**config.mk**
```make
export PLATFORM = sky130hd
export DESIGN_NAME = issue_sched
export DESIGN_NICKNAME = d
export VERILOG_FILES = /design/src/rtl/issue_sched.sv
export SDC_FILE = /design/constraint.sdc
export NUM_CORES = 2
export LEC_CHECK = 0
export ABC_AREA = 1
export CAP_MARGIN = 20
export CORE_ASPECT_RATIO = 1.25
export CORE_MARGIN = 5
export CORE_UTILIZATION = 55
export DETAILED_ROUTE_END_ITERATION = 8
export GPL_ROUTABILITY_DRIVEN = 0
export GPL_TIMING_DRIVEN = 0
export PLACE_DENSITY = 0.82
export SLEW_MARGIN = 20
export SYNTH_ARGS = -nofsm -noshare
export SYNTH_HDL_FRONTEND = slang
export SYNTH_SLANG_ARGS = --single-unit
```
**constraint.sdc**
```tcl
create_clock -name clock -period 57.6 [get_ports clock]
set_clock_uncertainty 0.15 [all_clocks]
set_input_delay 14.4 -clock clock [delete_from_list [all_inputs] [get_ports clock]]
set_output_delay 14.4 -clock clock [all_outputs]
set_load 0.02 [all_outputs]
```
**src/rtl/issue_sched.sv**
```systemverilog
// issue_sched: reservation-station scheduler with CDB wakeup and oldest-ready (min PC) issue
// Ports: clock/reset (async active-high); disp_* dispatch request and op fields, disp_ready when a
// free entry exists; cdb_valid/cdb_tag wakeup broadcast; squash flushes all ops; iss_* valid/ready
// issue register toward the FU; occupancy counts valid entries excluding the issue register.
module issue_sched #(
  parameter int N_ENT = 16,
  parameter int TAG_W = 6,
  parameter int PC_W  = 32
) (
  input  logic                       clock,
  input  logic                       reset,
  input  logic                       disp_valid,
  output logic                       disp_ready,
  input  logic [PC_W-1:0]            disp_pc,
  input  logic [TAG_W-1:0]           disp_tag1,
  input  logic [TAG_W-1:0]           disp_tag2,
  input  logic                       disp_rdy1,
  input  logic                       disp_rdy2,
  input  logic [TAG_W-1:0]           disp_dest,
  input  logic                       cdb_valid,
  input  logic [TAG_W-1:0]           cdb_tag,
  input  logic                       squash,
  output logic                       iss_valid,
  input  logic                       iss_ready,
  output logic [PC_W-1:0]            iss_pc,
  output logic [TAG_W-1:0]           iss_dest,
  output logic [$clog2(N_ENT)-1:0]   iss_idx,
  output logic [$clog2(N_ENT+1)-1:0] occupancy
);
  localparam int IW = $clog2(N_ENT);
  localparam int OW = $clog2(N_ENT+1);
  typedef enum logic {EMPTY, FULL} state_t;
  state_t st;
  logic [N_ENT-1:0] vld, rdy1, rdy2;
  logic [PC_W-1:0] pc [N_ENT];
  logic [TAG_W-1:0] tag1 [N_ENT];
  logic [TAG_W-1:0] tag2 [N_ENT];
  logic [TAG_W-1:0] dest [N_ENT];
  logic [IW-1:0] fidx, widx;
  logic [PC_W-1:0] wpc;
  logic found, fire, load;
  assign disp_ready = ~&vld;
  assign iss_valid = st == FULL;
  assign fire = disp_valid & disp_ready & ~squash;
  assign load = found & (st == EMPTY | iss_ready);
  // ascending scan: the last free slot seen is the highest-index one
  always_comb begin
    fidx = '0;
    for (int i = 0; i < N_ENT; i++)
      if (!vld[i]) fidx = IW'(i);
  end
  // ascending scan with <= so that on equal PCs the higher index wins
  always_comb begin
    found = 1'b0;
    widx = '0;
    wpc = '0;
    for (int i = 0; i < N_ENT; i++)
      if (vld[i] & rdy1[i] & rdy2[i] & (!found | pc[i] <= wpc)) begin
        found = 1'b1;
        widx = IW'(i);
        wpc = pc[i];
      end
  end
  always_ff @(posedge clock or posedge reset)
    if (reset) begin
      vld <= '0;
      rdy1 <= '0;
      rdy2 <= '0;
      st <= EMPTY;
      iss_pc <= '0;
      iss_dest <= '0;
      iss_idx <= '0;
      occupancy <= '0;
    end else if (squash) begin
      vld <= '0;
      st <= EMPTY;
      occupancy <= '0;
    end else begin
      for (int i = 0; i < N_ENT; i++) begin
        if (vld[i] & cdb_valid & tag1[i] == cdb_tag) rdy1[i] <= 1'b1;
        if (vld[i] & cdb_valid & tag2[i] == cdb_tag) rdy2[i] <= 1'b1;
      end
      // a broadcast in the dispatch cycle would otherwise be missed by the new entry
      if (fire) begin
        vld[fidx] <= 1'b1;
        rdy1[fidx] <= disp_rdy1 | (cdb_valid & disp_tag1 == cdb_tag);
        rdy2[fidx] <= disp_rdy2 | (cdb_valid & disp_tag2 == cdb_tag);
      end
      if (load) begin
        vld[widx] <= 1'b0;
        iss_pc <= wpc;
        iss_dest <= dest[widx];
        iss_idx <= widx;
      end
      st <= load ? FULL : (iss_ready ? EMPTY : st);
      occupancy <= occupancy + OW'(fire) - OW'(load);
    end
  always_ff @(posedge clock)
    if (fire) begin
      pc[fidx] <= disp_pc;
      tag1[fidx] <= disp_tag1;
      tag2[fidx] <= disp_tag2;
      dest[fidx] <= disp_dest;
    end
endmodule

```
Fig. 1: power grid
Pins as bars on the die edge. Tap cells in grey.
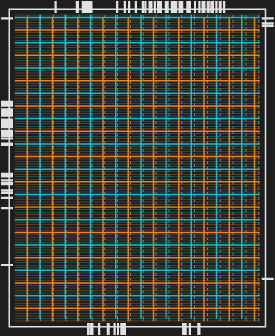
| colour | net |
|---|---|
| cyan | VDD |
| orange | VSS |
rows: 121
tap cells: 1,168
maximum vdd ir drop: 0.0000342 V
area of the core: 0.0867 sq mm
Die Ht: 340 microns

Fig. 2: placed cells, one colour a class
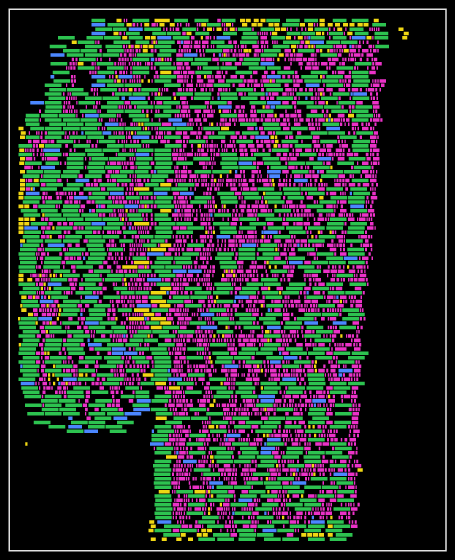
| colour | class | cells | share of their area |
|---|---|---|---|
| green | registers | 896 | 50% |
| yellow | remaining buffers and delay cells | 306 | 4.6% |
| blue | clock drivers and dummy loads | 157 | 5.4% |
| magenta | remaining logic cells | 3,487 | 40% |

Fig. 3: routing congestion
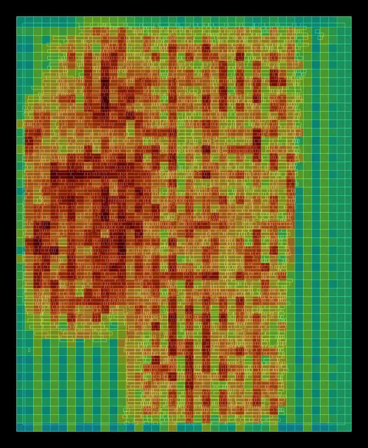
grt peak-use layer: met2
Layout Utilization: 0.622
met2 Resource Use GR: 0.486

Fig. 4: clock distribution
Scale bar: 100 microns.
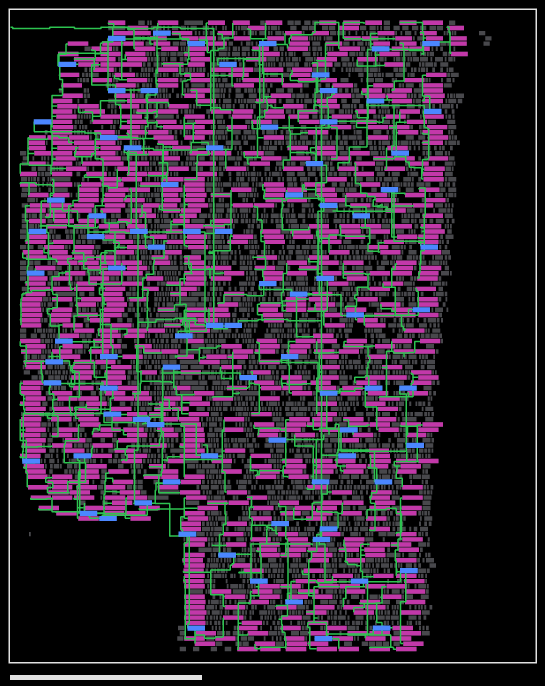
[magenta] flip-flops | count: 896
[blue] clock-net drivers | count: 85
[green] clock wires | length: 10,400 microns
routed clock nets: 86

Fig. 5: metal layers overlaid
Scale bar: 100 microns.
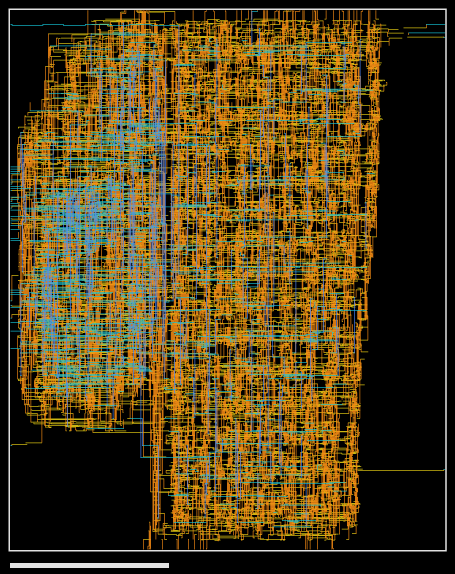
| colour | layer | wire length |
|---|---|---|
| yellow | M1 | 45.9 mm |
| cyan | M3 | 11,200 microns |
| blue | M4 | 8,860 microns |
| orange | M2 | 66.2 mm |
Vias: 37,400
WL per Instance: 22.0 microns
Tot GR Track Use: 0.277

==> qor.csv <==
stage;metric;value;unit
outcome;outcome;complete, no violations;
power;P_comb;82.1;uW
synthesis;mux share;0;
power;Top pwr grp;registers;
worst_setup_path;CP arrival;44.61;ns
cells_and_area;Inverters, non-clock;239;
sta;Slew @ Worst Pin;1.29;ns
clock_network;Clock Path Buffers;3;
drt;top routing layer used;met4;
cells_and_area;MI comb area;0.0199;sq mm
clock_network;H-tree depth;3;
cells_and_area;Reg with most FFs;pc;
synthesis;Post-Syn Instances;4556;
die;Initial Util;0.552;
synthesis;aoi share;0.135;
synthesis;Post-synth EDFFs;800;
power;Seq group;723;uW
global_route;first-pass GRT wire length;202000;microns
cells_and_area;buffer share of cell area;0.0447;
worst_setup_path;critical path depth;202;
sta;Final min period;44.21;ns
synthesis;cell type with the largest total area;edfxtp_1;
drt;Initial DRT Pass Iterations;6;
clock_network;PostCTS Resize Cnt;0;
cells_and_area;Biggest Area Class;sequential cells;
synthesis;synthesized area per cell;10.5;sq um
clock_network;clock-pin slew on the worst setup and hold paths;0.07;ns
synthesis;top cells by count;nand2_1 (1,074), edfxtp_1 (800), ha_1 (478), o21ai_0 (423), a21oi_1 (307);
power;share of total power in combinational logic;0.059;
worst_setup_path;CP max-delay cell;a2111oi_0;
cells_and_area;final sequential cell count;896;
sta;Setup TNS;0;ns
drt;WL final;132000;microns
sta;Slew headroom;0.116;
sta;endpoints failing setup;0;
worst_setup_path;cell mode on critical path;nand2_1;
sta;endpoints failing hold;0;
cells_and_area;dominant logic cell type in the layout;nand2_1;
job;MaxCap Viol Count;0;
cells_and_area;most common logic cells in the final layout;nand2_1 (1,074), edfxtp_1 (800), ha_1 (478);
synthesis;Seq share, synth;0.552;
synthesis;yosys cell count;4556;
clock_network;hold_buf cts;0;
power;Pwr per Cell Area;25.6;mW/mm^2
cells_and_area;register area;0.0264;sq mm
power;Clk pwr share;0.417;
Power is estimated from default activity; no workload was simulated.
